$ cat src/rtl/preprocess_pkg.sv
// Shared types and sizing helpers for the line-buffer preprocess sequencer.
package preprocess_pkg;

    typedef enum logic [2:0] {
        ST_IDLE,
        ST_PRIME,
        ST_RUN,
        ST_FETCH,
        ST_DONE
    } ctrl_state_e;

    localparam int unsigned DEF_MAX_ROW = 360;
    localparam int unsigned DEF_MAX_COL = 540;

    function automatic int unsigned addr_w(input int unsigned rows, input int unsigned cols);
        return $clog2(rows * cols);
    endfunction

endpackage

$ cat src/rtl/preprocess_ctrl_if.sv
// Linear read-request channel between the sequencer and the memory controller.
interface preprocess_ctrl_if #(
    parameter int unsigned ADDR_W = 18
) ();

    logic              mem_rd_o;
    logic [ADDR_W-1:0] mem_addr_o;
    logic              mem_rdy_i;
    logic              mem_rvalid_i;

    modport master (
        output mem_rd_o,
        output mem_addr_o,
        input  mem_rdy_i,
        input  mem_rvalid_i
    );

    modport slave (
        input  mem_rd_o,
        input  mem_addr_o,
        output mem_rdy_i,
        output mem_rvalid_i
    );

endinterface

$ cat src/rtl/preprocess_rd_gen.sv
// Read issue/return tracker: issues target_i linear reads and flags the final return.
module preprocess_rd_gen #(
    parameter int unsigned ADDR_W = 18,
    parameter int unsigned CNT_W  = 11
) (
    input  logic              clk,
    input  logic              rst_n,
    input  logic              load_i,
    input  logic              clear_addr_i,
    input  logic [CNT_W-1:0]  target_i,
    input  logic              count_en_i,
    input  logic              rdy_i,
    input  logic              rvalid_i,
    output logic              rd_o,
    output logic [ADDR_W-1:0] addr_o,
    output logic              fill_done_o
);

    logic [CNT_W-1:0]  issue_q, issue_d;
    logic [CNT_W-1:0]  ret_q, ret_d;
    logic [CNT_W-1:0]  target_q, target_d;
    logic [ADDR_W-1:0] addr_q, addr_d;
    logic              rd_q, rd_d;
    logic              accept;
    logic              ret_ev;

    assign accept      = rd_q && rdy_i;
    assign ret_ev      = count_en_i && rvalid_i;
    // Final return of the fill completes the phase in the same cycle it arrives.
    assign fill_done_o = ret_ev && (ret_q == target_q - CNT_W'(1));
    assign rd_o        = rd_q;
    assign addr_o      = addr_q;

    always_comb begin
        issue_d  = issue_q;
        ret_d    = ret_q;
        target_d = target_q;
        addr_d   = addr_q;
        rd_d     = rd_q;
        if (load_i) begin
            issue_d  = '0;
            ret_d    = '0;
            target_d = target_i;
            rd_d     = 1'b1;
            if (clear_addr_i) begin
                addr_d = '0;
            end
        end else begin
            if (accept) begin
                issue_d = issue_q + CNT_W'(1);
                addr_d  = addr_q + ADDR_W'(1);
                if (issue_q + CNT_W'(1) == target_q) begin
                    rd_d = 1'b0;
                end
            end
            if (ret_ev) begin
                ret_d = ret_q + CNT_W'(1);
            end
        end
    end

    always_ff @(posedge clk or negedge rst_n) begin
        if (!rst_n) begin
            issue_q  <= '0;
            ret_q    <= '0;
            target_q <= '0;
            addr_q   <= '0;
            rd_q     <= 1'b0;
        end else begin
            issue_q  <= issue_d;
            ret_q    <= ret_d;
            target_q <= target_d;
            addr_q   <= addr_d;
            rd_q     <= rd_d;
        end
    end

endmodule

$ cat src/rtl/preprocess_ctrl.sv
// Frame sequencer: primes three row buffers, then alternates core runs with single-row refills.
module preprocess_ctrl
    import preprocess_pkg::*;
#(
    parameter int unsigned MAX_ROW = DEF_MAX_ROW,
    parameter int unsigned MAX_COL = DEF_MAX_COL,
    parameter int unsigned ADDR_W  = addr_w(MAX_ROW, MAX_COL)
) (
    input  logic                  clk,
    input  logic                  rst_n,
    input  logic                  start_i,
    output logic                  busy_o,
    output logic                  done_o,
    preprocess_ctrl_if.master     mem_if,
    output logic                  core_run_o,
    input  logic                  core_done_i,
    output logic [1:0]            row_phase_o,
    output logic [ADDR_W-1:0]     out_row_o
);

    localparam int unsigned CNT_W = $clog2(3 * MAX_COL + 1);
    localparam logic [CNT_W-1:0]  PRIME_TGT = CNT_W'(3 * MAX_COL);
    localparam logic [CNT_W-1:0]  FETCH_TGT = CNT_W'(MAX_COL);
    localparam logic [ADDR_W-1:0] LAST_ROW  = ADDR_W'(MAX_ROW - 3);

    ctrl_state_e       state_q;
    logic              busy_q;
    logic              done_q;
    logic              core_run_q;
    logic [1:0]        row_phase_q;
    logic [ADDR_W-1:0] out_row_q;

    logic              start_acc;
    logic              row_end;
    logic              load;
    logic              count_en;
    logic              fill_done;
    logic [CNT_W-1:0]  target;

    assign start_acc = (state_q == ST_IDLE) && start_i;
    assign row_end   = (state_q == ST_RUN) && core_done_i;
    // Refill load is issued on the RUN exit edge so FETCH requests start the next cycle.
    assign load      = start_acc || (row_end && (out_row_q != LAST_ROW));
    assign count_en  = (state_q == ST_PRIME) || (state_q == ST_FETCH);
    assign target    = (state_q == ST_IDLE) ? PRIME_TGT : FETCH_TGT;

    preprocess_rd_gen #(
        .ADDR_W (ADDR_W),
        .CNT_W  (CNT_W)
    ) u_rd_gen (
        .clk          (clk),
        .rst_n        (rst_n),
        .load_i       (load),
        .clear_addr_i (start_acc),
        .target_i     (target),
        .count_en_i   (count_en),
        .rdy_i        (mem_if.mem_rdy_i),
        .rvalid_i     (mem_if.mem_rvalid_i),
        .rd_o         (mem_if.mem_rd_o),
        .addr_o       (mem_if.mem_addr_o),
        .fill_done_o  (fill_done)
    );

    always_ff @(posedge clk or negedge rst_n) begin
        if (!rst_n) begin
            state_q     <= ST_IDLE;
            busy_q      <= 1'b0;
            done_q      <= 1'b0;
            core_run_q  <= 1'b0;
            row_phase_q <= '0;
            out_row_q   <= '0;
        end else begin
            case (state_q)
                ST_IDLE: begin
                    if (start_i) begin
                        state_q     <= ST_PRIME;
                        busy_q      <= 1'b1;
                        row_phase_q <= '0;
                        out_row_q   <= '0;
                    end
                end
                ST_PRIME, ST_FETCH: begin
                    if (fill_done) begin
                        state_q    <= ST_RUN;
                        core_run_q <= 1'b1;
                    end
                end
                ST_RUN: begin
                    if (core_done_i) begin
                        core_run_q <= 1'b0;
                        if (out_row_q == LAST_ROW) begin
                            state_q <= ST_DONE;
                            done_q  <= 1'b1;
                            busy_q  <= 1'b0;
                        end else begin
                            state_q     <= ST_FETCH;
                            out_row_q   <= out_row_q + ADDR_W'(1);
                            row_phase_q <= (row_phase_q == 2'd2) ? 2'd0 : row_phase_q + 2'd1;
                        end
                    end
                end
                ST_DONE: begin
                    done_q  <= 1'b0;
                    state_q <= ST_IDLE;
                end
                default: begin
                    state_q <= ST_IDLE;
                end
            endcase
        end
    end

    assign busy_o      = busy_q;
    assign done_o      = done_q;
    assign core_run_o  = core_run_q;
    assign row_phase_o = row_phase_q;
    assign out_row_o   = out_row_q;

endmodule
$ cat src/flat_wrapper.sv
// flat-port wrapper written by rule: the top's interface ports become plain ports
module preprocess_ctrl_flat import preprocess_pkg::*;
#(
    parameter int unsigned MAX_ROW = DEF_MAX_ROW,
    parameter int unsigned MAX_COL = DEF_MAX_COL,
    parameter int unsigned ADDR_W  = addr_w(MAX_ROW, MAX_COL)
)
  (clk, rst_n, start_i, busy_o, done_o, core_run_o, core_done_i, row_phase_o, out_row_o, mem_if_mem_rd_o, mem_if_mem_addr_o, mem_if_mem_rdy_i, mem_if_mem_rvalid_i);
  preprocess_ctrl_if #(.ADDR_W(ADDR_W)) mem_if_i ();
  input  logic clk;
  input  logic rst_n;
  input  logic start_i;
  output logic busy_o;
  output logic done_o;
  output logic core_run_o;
  input  logic core_done_i;
  output logic [1:0] row_phase_o;
  output logic [ADDR_W-1:0] out_row_o;
  output wire logic [$bits(mem_if_i.mem_rd_o)-1:0] mem_if_mem_rd_o;
  output wire logic [$bits(mem_if_i.mem_addr_o)-1:0] mem_if_mem_addr_o;
  input wire logic [$bits(mem_if_i.mem_rdy_i)-1:0] mem_if_mem_rdy_i;
  input wire logic [$bits(mem_if_i.mem_rvalid_i)-1:0] mem_if_mem_rvalid_i;
  assign mem_if_mem_rd_o = mem_if_i.mem_rd_o;
  assign mem_if_mem_addr_o = mem_if_i.mem_addr_o;
  assign mem_if_i.mem_rdy_i = mem_if_mem_rdy_i;
  assign mem_if_i.mem_rvalid_i = mem_if_mem_rvalid_i;
  preprocess_ctrl #(.MAX_ROW(MAX_ROW), .MAX_COL(MAX_COL), .ADDR_W(ADDR_W)) u_core (.clk(clk), .rst_n(rst_n), .start_i(start_i), .busy_o(busy_o), .done_o(done_o), .mem_if(mem_if_i), .core_run_o(core_run_o), .core_done_i(core_done_i), .row_phase_o(row_phase_o), .out_row_o(out_row_o));
endmodule
$ cat config.mk
export PLATFORM = sky130hd
export DESIGN_NAME = preprocess_ctrl_flat
export DESIGN_NICKNAME = d
export VERILOG_FILES = /design/src/rtl/preprocess_pkg.sv /design/src/rtl/preprocess_ctrl_if.sv /design/src/rtl/preprocess_rd_gen.sv /design/src/rtl/preprocess_ctrl.sv /design/src/flat_wrapper.sv
export SDC_FILE = /design/constraint.sdc
export NUM_CORES = 1
export LEC_CHECK = 0
export ABC_CLOCK_PERIOD_IN_PS = 4900
export CAP_MARGIN = 10
export CORE_UTILIZATION = 60
export DETAILED_ROUTE_END_ITERATION = 10
export PLACE_DENSITY_LB_ADDON = 0.25
export SLEW_MARGIN = 20
export SYNTH_ARGS = -nofsm -noshare
export SYNTH_HDL_FRONTEND = slang
export SYNTH_SLANG_ARGS = --single-unit
$ cat constraint.sdc
create_clock -name clk -period 4.9 [get_ports clk]
set_input_delay 0.49 -clock clk [delete_from_list [all_inputs] [get_ports clk]]
set_output_delay 0.49 -clock clk [all_outputs]
set_load 0.05 [all_outputs]
==> run summary <==
Numbers from the implementation run.

Per STA, the library cell used most along the worst path is sky130_fd_sc_hd__nor2_1. The source of the critical timing path is u_core.state_q[2]. Looking at the max-slew report, the worst-margin pin has a slew of between 1000 and 1500 ps. The ratio of cells with drive above 1 in the final layout is 5.664%. The mean area per synthesized cell is between 9 and 10 µm². By startpoint and endpoint, the worst setup path is classified as reg2reg. Detailed placement reports a standard cell area of about 4300 µm².

After detailed routing, the number of vias per cell comes to approximately 5.8. The total power per unit cell area is 315.4 nW/µm². Detailed-route iteration 0 reported a violation count of 163. The tightest min-delay check is of the in2async type.

The synthesized area is 3841 µm². Setup repair after global routing left no endpoint under its margin. The run finished with clean final reports. The largest stage delay on the critical path is 670 ps. The final weighted congestion recorded by global placement is about 0.81. The floorplan utilization is a little under two thirds.

The chip area is 6726 µm². Sequential cells were found to cover 45.60% of the synthesized design area. The post-layout worst setup margin is about 2300 ps. The top cell type by instance count after synthesis is sky130_fd_sc_hd__dfrtp_1.

STA classifies the critical path startpoint as a flip-flop. The synthesis-stage register bit count is 70. Switching power as a fraction of the total was reported as 32.36%. The setup check on the worst reg-to-reg path leaves a slack of between 2000 and 2500 ps. The synthesis report names the predominant flop master as sky130_fd_sc_hd__dfrtp_1.

The total setup buffers inserted after CTS is 0. The yosys-reported design area after synthesis is just under 4000 µm². The endpoint of the worst setup timing path is u_core.out_row_o[12]. The critical path endpoint has a required time of 5170 ps.

The total I/O pin count is between 40 and 50. For reference, XOR and XNOR gates occupy between 10 and 15% of the area reported after synthesis. Yosys mapped the design onto 50 distinct sky130hd cell types. The count of library flops with an enable pin is 0. The post-synthesis cell type with the largest combined area is sky130_fd_sc_hd__dfrtp_1. Data on the critical path arrives at its endpoint at ~2900 ps.

The cell type of the slowest stage on the worst timing path is sky130_fd_sc_hd__a21oi_2. According to the report, the first pass of detailed routing completed in 4 iterations. The detailed placer reported the number of placed instances as between 500 and 600. The proportion of power drawn by combinational gates is 20.7%.

The synthesized netlist net count is 428. The static leakage is 1.952 nW. The number of hold violations in the final report is 0. After technology mapping, the gate count stands at roughly 410. The number of cells in the yosys synthesis report is 413. The TritonCTS clock tree is done. The number of OpenROAD warnings is 29. Input and output buffers added on the ports amount to between 40 and 50.

The endpoint of the lowest-slack register-to-register path is u_core.out_row_o[12]. The final period demand of the worst path is 2626 ps.
[power by group through the flow]
stage	Sequential (mW)	Combinational [mW]	Clock, mW
after CTS	0.714	0.296	0.420
after global routing	0.724	0.327	0.442
after global placement	0.720	0.281	0
final	0.716	0.293	0.409
after detailed placement	0.723	0.294	0
after floorplan	0.766	0.153	0
[routing by layer]
layer	vias to the layer above	global-route usage, %	wire length [µm]
li1	1510	-	-
met1	1493	33.43	3500
met2	69	43.88	3988
met3	18	6.333	329
met4	0	10.70	165
met5	-	0	0
[sequential cells by signal, indices dropped and copies added, names as in the netlist, 2 cells and up]
register / cells
u_core.u_rd_gen.ret_q: 11
u_core.state_q: 3
u_core.u_rd_gen.addr_o: 18
u_core.out_row_o: 18
u_core.u_rd_gen.issue_q: 11
u_core.u_rd_gen.target_q: 3
u_core.row_phase_o: 2
[kinds of logic after synthesis]
family / count (synthesis)
buf+inv: 25
fa+ha+maj: 9
mux: 2
simple gates: 206
xor+xnor: 57
flops: 70
compound gates: 44
[through the flow]
stage | power, mW | util [%] | hold slack, ps
floorplan | 0.9184 | - | 194.4
finish | 1.417 | 74.13 | 333.7
detailed placement | 1.017 | 71.37 | 496.8
global route | 1.493 | 74.13 | 439.3
CTS | 1.430 | 74.13 | 363.6
global placement | 1.001 | 71.37 | 484.2
[critical path: cells and delay by family, from the launching register on]
kind,cells,cell delay [ps]
and+or+nand+nor,4,1260
DFF,1,450
AOI/OAI and AO/OA,2,840
[final cells by class]
cell class,instances,share of cell area (%)
repair buffers,49,10.69
inverters,7,0.5848
clock buffers,14,3.620
multi-input cells,318,43.92
clock inverters,1,0.1114
well taps,75,2.089
flip-flops and latches,70,38.99
==> images/placement.png <==
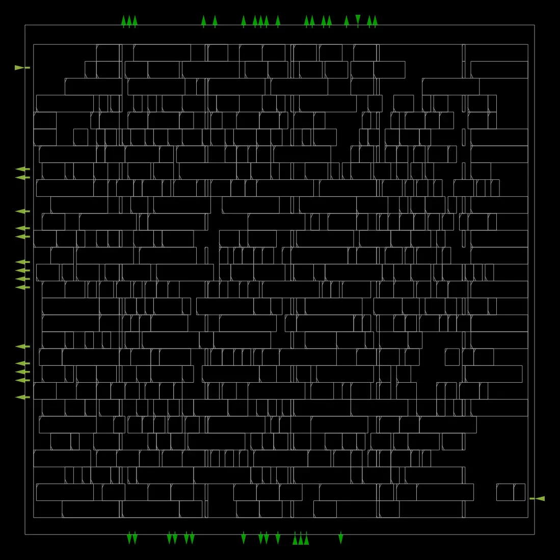
Core ar.: 6061 µm²
Seq cells: 70
post-route core utilization: 74.13%
count of standard-cell rows: 28

==> images/detail.png <==
Region (26, 26) to (56, 56) µm. Cells in gray, sequential cells in the stronger gray; small squares are vias.
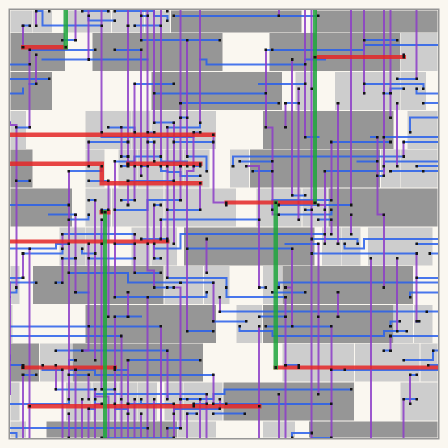
- green: metal 4
- red: metal 3
- purple: metal 2
- blue: metal 1
- cells with their middle in the window: 63
- sequential cells in the window: 15
- netlist names of flops here include: u_core.u_rd_gen.addr_o (4), u_core.u_rd_gen.issue_q (4), u_core.u_rd_gen.target_q (3)
- most frequent: dfrtp_1 (15), nand2_1 (9), nor2_1 (7)

==> images/logic_types.png <==
Drawn at 4 px/µm.
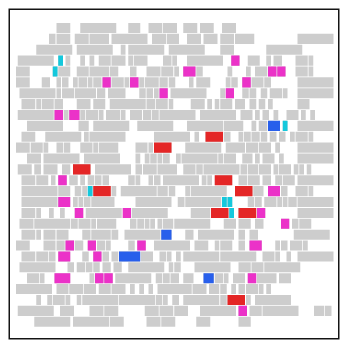
- magenta: and/or cells (cells 29; where all over the die)
- cyan: inv cells (cells 7)
- blue: non-inverting ao/oa cells (cells 4)
- red: fa/ha/maj cells (cells 9)
multi-input combinational area share: 43.92%
most used logic cell in the final layout: sky130_fd_sc_hd__dfrtp_1
final non-filler cell total: 534

==> images/wires.png <==
Drawn at 4 px/µm. Only two layers are drawn.
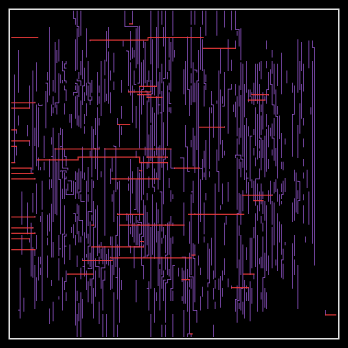
- red: metal 3 (wire length 329 µm)
- purple: metal 2 (wire length 3,990 µm)
vias after detailed routing: 3,090
final WL: 7.983 mm
global routing usage summed across all routing layers: 26.60%
final routed wire length divided by cell count: 14.95 µm

==> images/metal_density.png <==
Drawn at 3 px/µm. 16 x 16 tiles, from dark purple (low) to yellow (high), scaled to the fullest tile. Values are wire area over tile area, all layers added.
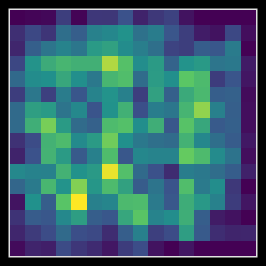
- nearly empty tiles: 5.9%
- densest ninth of the die: center
- mean over tiles: 0.19
- tiles over half the peak: 27%
- fullest tile: 0.51

Power is estimated from default activity; no workload was simulated.
